### Met3 routing

Bar = 50 um.
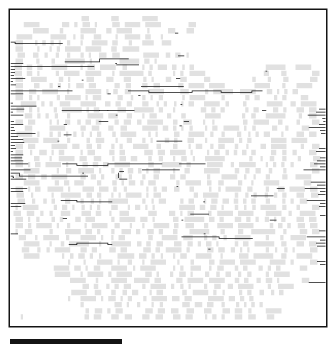
### Signal wires on met4

Supply wires on this layer in gray.
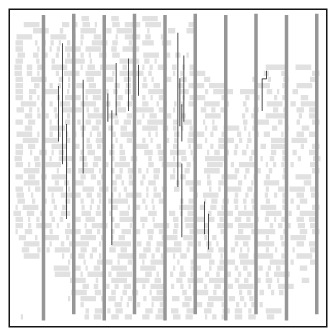
### Clock routing

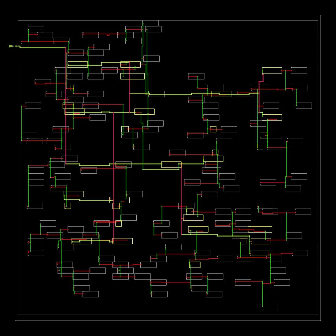
### Metal 1

Supply wires on this layer in gray.
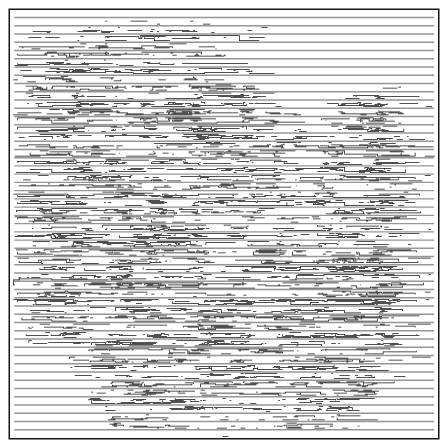
===== config.mk =====
export PLATFORM = sky130hd
export DESIGN_NAME = instr_mem_loader_flat
export DESIGN_NICKNAME = d
export VERILOG_FILES = /design/src/rtl/instr_mem_loader_pkg.sv /design/src/rtl/instr_mem_loader_if.sv /design/src/rtl/instr_mem_loader_byte_packer.sv /design/src/rtl/instr_mem_loader.sv /design/src/flat_wrapper.sv
export SDC_FILE = /design/constraint.sdc
export NUM_CORES = 1
export LEC_CHECK = 0
export CAP_MARGIN = 15
export CELL_PAD_IN_SITES_DETAIL_PLACEMENT = 2
export CELL_PAD_IN_SITES_GLOBAL_PLACEMENT = 2
export CORE_UTILIZATION = 30
export DETAILED_ROUTE_END_ITERATION = 7
export GPL_ROUTABILITY_DRIVEN = 0
export PLACE_DENSITY = 0.86
export SLEW_MARGIN = 25
export SYNTH_ARGS = -nofsm -noshare
export SYNTH_HDL_FRONTEND = slang
export SYNTH_SLANG_ARGS = --single-unit

===== constraint.sdc =====
create_clock -name clk_i -period 2.85 [get_ports clk_i]
set_clock_uncertainty 0.15 [all_clocks]
set_input_delay 0.57 -clock clk_i [delete_from_list [all_inputs] [get_ports clk_i]]
set_output_delay 0.57 -clock clk_i [all_outputs]
set_load 0.005 [all_outputs]

===== src/rtl/instr_mem_loader_pkg.sv =====
// Shared types and constants for the boot-time instruction-memory loader.
// Latency: n/a (types and constants only).
// Backpressure: n/a.
//
// Contents: loader FSM state encoding, stream framing constants and derived widths.
package loader_pkg;

    // Loader FSM states. FINISH and ERROR are terminal until reset.
    typedef enum logic [2:0] {
        IDLE   = 3'd0,
        LEN0   = 3'd1,
        LEN1   = 3'd2,
        WORD   = 3'd3,
        WRITE  = 3'd4,
        FINISH = 3'd5,
        ERROR  = 3'd6
    } loader_state_t;

    // Stream framing: little-endian word-count header, then 4-byte words LSB first.
    localparam int HDR_BYTES  = 2;
    localparam int WORD_BYTES = 4;

    localparam int LEN_W      = 8 * HDR_BYTES;
    localparam int BYTE_IDX_W = $clog2(WORD_BYTES);

endpackage


===== src/rtl/instr_mem_loader_if.sv =====
// Bus interfaces for the loader: inbound byte stream and instruction-memory write port.
// Latency: n/a (wiring only).
// Backpressure: byte stream uses valid/ready, write port is a fire-and-forget strobe.
//
// byte_stream_if : byte_dat/byte_vld from the source, byte_rdy from the loader.
// imem_wr_if     : mem_waddr/mem_wdata/mem_wr from the loader to the instruction memory.
interface byte_stream_if;
    logic [7:0] byte_dat;
    logic       byte_vld;
    logic       byte_rdy;

    // Source side of the stream.
    modport master (
        output byte_dat,
        output byte_vld,
        input  byte_rdy
    );

    // Sink side of the stream (the loader).
    modport slave (
        input  byte_dat,
        input  byte_vld,
        output byte_rdy
    );
endinterface

interface imem_wr_if;
    logic [63:0] mem_waddr;
    logic [31:0] mem_wdata;
    logic        mem_wr;

    // Writer side (the loader).
    modport master (
        output mem_waddr,
        output mem_wdata,
        output mem_wr
    );

    // Memory side.
    modport slave (
        input  mem_waddr,
        input  mem_wdata,
        input  mem_wr
    );
endinterface


===== src/rtl/instr_mem_loader_byte_packer.sv =====
// Packs an 8-bit byte stream into 32-bit words, lane 0 first.
// Latency: byte visible in word_o the cycle after load_i; full_o is combinational.
// Backpressure: none; the caller gates load_i with its own handshake.
//
// Ports: clk_i, rst_ni (sync, active-low), clr_i (restart at lane 0),
//        load_i (write byte_i into the current lane), byte_i,
//        word_o (packed word, held until overwritten), full_o (this load completes a word).
module byte_packer
    import loader_pkg::*;
(
    input  logic        clk_i,
    input  logic        rst_ni,
    input  logic        clr_i,
    input  logic        load_i,
    input  logic [7:0]  byte_i,
    output logic [31:0] word_o,
    output logic        full_o
);

    logic [31:0]           word_q, word_d;
    logic [BYTE_IDX_W-1:0] idx_q,  idx_d;

    localparam logic [BYTE_IDX_W-1:0] LAST_IDX = BYTE_IDX_W'(WORD_BYTES - 1);

    always_comb begin
        word_d = word_q;
        idx_d  = idx_q;
        if (clr_i) begin
            // Only the lane pointer restarts; the data stays stable so a
            // concurrent memory write still sees the completed word.
            idx_d = '0;
        end else if (load_i) begin
            word_d[8*idx_q +: 8] = byte_i;
            idx_d                = idx_q + 1'b1;
        end
    end

    always_ff @(posedge clk_i) begin
        if (!rst_ni) begin
            word_q <= '0;
            idx_q  <= '0;
        end else begin
            word_q <= word_d;
            idx_q  <= idx_d;
        end
    end

    assign word_o = word_q;
    assign full_o = load_i && !clr_i && (idx_q == LAST_IDX);

endmodule


===== src/rtl/instr_mem_loader.sv =====
// Boot loader: byte stream -> 32-bit words -> instruction memory, then releases the core.
// Latency: 5 cycles min per word (4 byte transfers + 1 write cycle); core released the edge after the last write.
// Backpressure: byte_rdy depends only on FSM state (LEN0/LEN1/WORD); deasserted during writes and in terminal states.
//
// Ports: clk_i, rst_ni (sync, active-low), start_i (begin a load from IDLE),
//        byte_if (stream sink), mem_if (instruction-memory write port),
//        cpu_hold_o (core reset request), done_o (sticky, image written), err_o (sticky, header too long).
module instr_mem_loader
    import loader_pkg::*;
#(
    parameter logic [63:0] BASE_ADDR = 64'h0,
    parameter int          MAX_WORDS = 1024,
    parameter logic [63:0] ADDR_STEP = 64'd4
) (
    input  logic          clk_i,
    input  logic          rst_ni,
    input  logic          start_i,
    byte_stream_if.slave  byte_if,
    imem_wr_if.master     mem_if,
    output logic          cpu_hold_o,
    output logic          done_o,
    output logic          err_o
);

    localparam logic [31:0] MAX_WORDS_U = 32'(MAX_WORDS);

    loader_state_t     state_q,  state_d;
    logic [63:0]       waddr_q,  waddr_d;
    logic [LEN_W-1:0]  remain_q, remain_d;
    logic [7:0]        len_lo_q, len_lo_d;

    logic              byte_rdy;
    logic              xfer;
    logic [LEN_W-1:0]  len_full;
    logic              pk_load;
    logic              pk_clr;
    logic              pk_full;
    logic [31:0]       pk_word;

    // Ready is a pure function of state so it never loops back from byte_vld.
    assign byte_rdy = (state_q == LEN0) || (state_q == LEN1) || (state_q == WORD);
    assign xfer     = byte_if.byte_vld && byte_rdy;

    // Full header value as seen while the high byte is on the bus.
    assign len_full = {byte_if.byte_dat, len_lo_q};

    assign pk_load  = xfer && (state_q == WORD);
    assign pk_clr   = (state_q == WRITE) || (state_q == IDLE);

    byte_packer u_packer (
        .clk_i  (clk_i),
        .rst_ni (rst_ni),
        .clr_i  (pk_clr),
        .load_i (pk_load),
        .byte_i (byte_if.byte_dat),
        .word_o (pk_word),
        .full_o (pk_full)
    );

    always_comb begin
        state_d  = state_q;
        waddr_d  = waddr_q;
        remain_d = remain_q;
        len_lo_d = len_lo_q;

        unique case (state_q)
            IDLE: begin
                // A byte offered alongside START is not taken: ready is low in IDLE.
                if (start_i) begin
                    state_d = LEN0;
                end
            end

            LEN0: begin
                if (xfer) begin
                    len_lo_d = byte_if.byte_dat;
                    state_d  = LEN1;
                end
            end

            LEN1: begin
                if (xfer) begin
                    if (len_full == '0) begin
                        state_d = FINISH;
                    end else if (32'(len_full) > MAX_WORDS_U) begin
                        state_d = ERROR;
                    end else begin
                        remain_d = len_full;
                        state_d  = WORD;
                    end
                end
            end

            WORD: begin
                if (pk_full) begin
                    state_d = WRITE;
                end
            end

            WRITE: begin
                // Address and count advance as the write cycle retires, so both
                // are stable while mem_wr is high.
                waddr_d  = waddr_q + ADDR_STEP;
                remain_d = remain_q - 1'b1;
                if (remain_q == LEN_W'(1)) begin
                    state_d = FINISH;
                end else begin
                    state_d = WORD;
                end
            end

            FINISH: state_d = FINISH;
            ERROR:  state_d = ERROR;

            default: state_d = IDLE;
        endcase
    end

    always_ff @(posedge clk_i) begin
        if (!rst_ni) begin
            state_q  <= IDLE;
            waddr_q  <= BASE_ADDR;
            remain_q <= '0;
            len_lo_q <= '0;
        end else begin
            state_q  <= state_d;
            waddr_q  <= waddr_d;
            remain_q <= remain_d;
            len_lo_q <= len_lo_d;
        end
    end

    assign byte_if.byte_rdy = byte_rdy;
    assign mem_if.mem_waddr = waddr_q;
    assign mem_if.mem_wdata = pk_word;
    assign mem_if.mem_wr    = (state_q == WRITE);

    // Decoded from registered state: the core stays held everywhere except FINISH,
    // including IDLE and ERROR, and is re-held the cycle a reset lands.
    assign cpu_hold_o = (state_q != FINISH);
    assign done_o     = (state_q == FINISH);
    assign err_o      = (state_q == ERROR);

endmodule


===== src/flat_wrapper.sv =====
// flat-port wrapper written by rule: the top's interface ports become plain ports
module instr_mem_loader_flat import loader_pkg::*;
#(
    parameter logic [63:0] BASE_ADDR = 64'h0,
    parameter int          MAX_WORDS = 1024,
    parameter logic [63:0] ADDR_STEP = 64'd4
)
  (clk_i, rst_ni, start_i, cpu_hold_o, done_o, err_o, byte_if_byte_dat, byte_if_byte_vld, byte_if_byte_rdy, mem_if_mem_waddr, mem_if_mem_wdata, mem_if_mem_wr);
  byte_stream_if byte_if_i ();
  imem_wr_if mem_if_i ();
  input  logic clk_i;
  input  logic rst_ni;
  input  logic start_i;
  output logic cpu_hold_o;
  output logic done_o;
  output logic err_o;
  input wire logic [$bits(byte_if_i.byte_dat)-1:0] byte_if_byte_dat;
  input wire logic [$bits(byte_if_i.byte_vld)-1:0] byte_if_byte_vld;
  output wire logic [$bits(byte_if_i.byte_rdy)-1:0] byte_if_byte_rdy;
  output wire logic [$bits(mem_if_i.mem_waddr)-1:0] mem_if_mem_waddr;
  output wire logic [$bits(mem_if_i.mem_wdata)-1:0] mem_if_mem_wdata;
  output wire logic [$bits(mem_if_i.mem_wr)-1:0] mem_if_mem_wr;
  assign byte_if_i.byte_dat = byte_if_byte_dat;
  assign byte_if_i.byte_vld = byte_if_byte_vld;
  assign byte_if_byte_rdy = byte_if_i.byte_rdy;
  assign mem_if_mem_waddr = mem_if_i.mem_waddr;
  assign mem_if_mem_wdata = mem_if_i.mem_wdata;
  assign mem_if_mem_wr = mem_if_i.mem_wr;
  instr_mem_loader #(.BASE_ADDR(BASE_ADDR), .MAX_WORDS(MAX_WORDS), .ADDR_STEP(ADDR_STEP)) u_core (.clk_i(clk_i), .rst_ni(rst_ni), .start_i(start_i), .byte_if(byte_if_i), .mem_if(mem_if_i), .cpu_hold_o(cpu_hold_o), .done_o(done_o), .err_o(err_o));
endmodule

==> run summary <==
Status - complete, no violations
Antenna cells - 0
Clock slew at reported path FFs - 0.06 ns
Ys flop type - dfxtp_1
Synth mux share - 0.0138
Most common cell in the netlist - dfxtp_1
Register area share after synthesis - 0.424
Hold WC Path Type - flip-flop to flip-flop
Insertion Delay late pin - 0.44 ns
Post-CTS resize count - 0
Number of I/O pins - 113
Initial DRC Count - 247
Synth Area per Inst - 8.28 um2
Slew @ Worst Pin - 0.723 ns
Required @ worst endpoint - 3.05 ns
Synth warnings - 0
Postcts setup bufs - 0
Final setup vio count - 0
DP HPWL - 14800 um
Critical path class - primary input to flip-flop
Placed standard-cell area - 7470 um2
Seq cells post-synth - 123
Notes on 'Met3 routing' above:
nets with wire on the layer: 91
share of all routed wire: 3.6%
longest straight run: 37.0 um
wire length on this layer: 776 um
main direction: horizontal
met3 usage: 0.0554
routed wire length: 21800 um

Notes on 'Signal wires on met4' above:
longest straight run: 68.7 um
nets with wire on the layer: 12
main direction: vertical
wire length on this layer: 511 um
share of all routed wire: 2.3%
vias: 5986

Notes on 'Clock routing' above:
clk sinks: 123
Clock buffer cells: 20
Clock Power: 2.20 mW

Notes on 'Metal 1' above:
longest straight run: 32.7 um
share of all routed wire: 43%
nets with wire on the layer: 775
wire length on this layer: 9480 um
M1 GR Usage: 0.267

## layout make-up
| cell class | instances | area [um2] | area share |
|---|---|---|---|
| Inverter | 17 | 67.6 | 0.00838 |
| Tap cell | 260 | 325 | 0.0403 |
| Timing Repair Buffer | 161 | 1500 | 0.186 |
| Sequential cell | 123 | 2460 | 0.305 |
| Multi-Input combinational cell | 524 | 3120 | 0.386 |
| Clock inverter | 12 | 140 | 0.0174 |
| Clock buffer | 20 | 457 | 0.0566 |
## worst max-delay path: cells and delay by family
kind	cells	cell delay, ns
simple gates	2	1.10
compound gates	3	0.60
buf+inv	2	0.60
## cells in the final DEF, fill, tap and decap left out, drive strengths merged, types with 12 or more instances in the layout
cell	n
xor2	15
nor4	14
dfxtp	123
a21oi	71
o21ai	40
clkbuf	20
nor3	12
nand3	56
inv	18
nor2	72
clkdlybuf4s50	110
xnor2	14
or3	30
nand2	61
buf	51
or4	15
nand4	27
## per-layer routing
layer,global-route usage,up-vias
met2,0.408,131
met5,0,-
met1,0.267,2992
met4,0.0841,0
met3,0.0554,38
li1,-,2825
## report_power, final
part           total (mW)  internal, mW  leakage (nW)  switching, mW
Sequential           1.79          1.75         0.992         0.0353
Combinational       0.420         0.166          1.41          0.254
Clock                2.20          1.34         0.272          0.863
## metrics by stage
stage           util  hold WS (ns)  total power [mW]  worst slack [ns]  setup TNS (ns)
6_report       0.428         0.309              4.41             0.181               0
5_1_grt        0.428         0.325              4.58            0.0777               0
4_1_cts        0.428         0.315              4.45             0.154               0
3_5_place_dp   0.397         0.300              2.24            -0.179           -2.02
3_3_place_gp   0.397         0.289              2.22           -0.0922          -0.740
2_1_floorplan      -         0.283              2.06             0.301               0
## path summary, 6_finish.rpt
check | start | endpoint | depth (start not counted)
setup / recovery | byte_if_byte_dat[0] | u_core.remain_q[2]$_SDFFE_PN0P_ | 7
hold / removal | u_core.u_packer.word_o[7]$_SDFFE_PN0P_ | u_core.u_packer.word_o[7]$_SDFFE_PN0P_ | 2
setup reg to reg | u_core.mem_if.mem_waddr[5]$_SDFFE_PN0P_ | u_core.mem_if.mem_waddr[59]$_SDFFE_PN0P_ | 7
hold reg to reg | u_core.u_packer.word_o[7]$_SDFFE_PN0P_ | u_core.u_packer.word_o[7]$_SDFFE_PN0P_ | 2
## state kept, by name, indices dropped and copies added, names as in the netlist
name and count:
u_core.mem_if.mem_waddr 62, u_core.remain_q 16, u_core.state_q 3, u_core.u_packer.idx_q 2
u_core.len_lo_q 8, u_core.u_packer.word_o 32
## cells by family after synthesis
logic type / after synthesis
AND-OR/OR-AND: 154
XOR/XNOR: 29
adder cells (fa/ha/maj): 8
buffers and inverters: 56
flip-flops: 123
multiplexers: 8
other: 1
AND/OR/NAND/NOR: 323
No activity file was given, so power comes from the tool's default toggle rates.
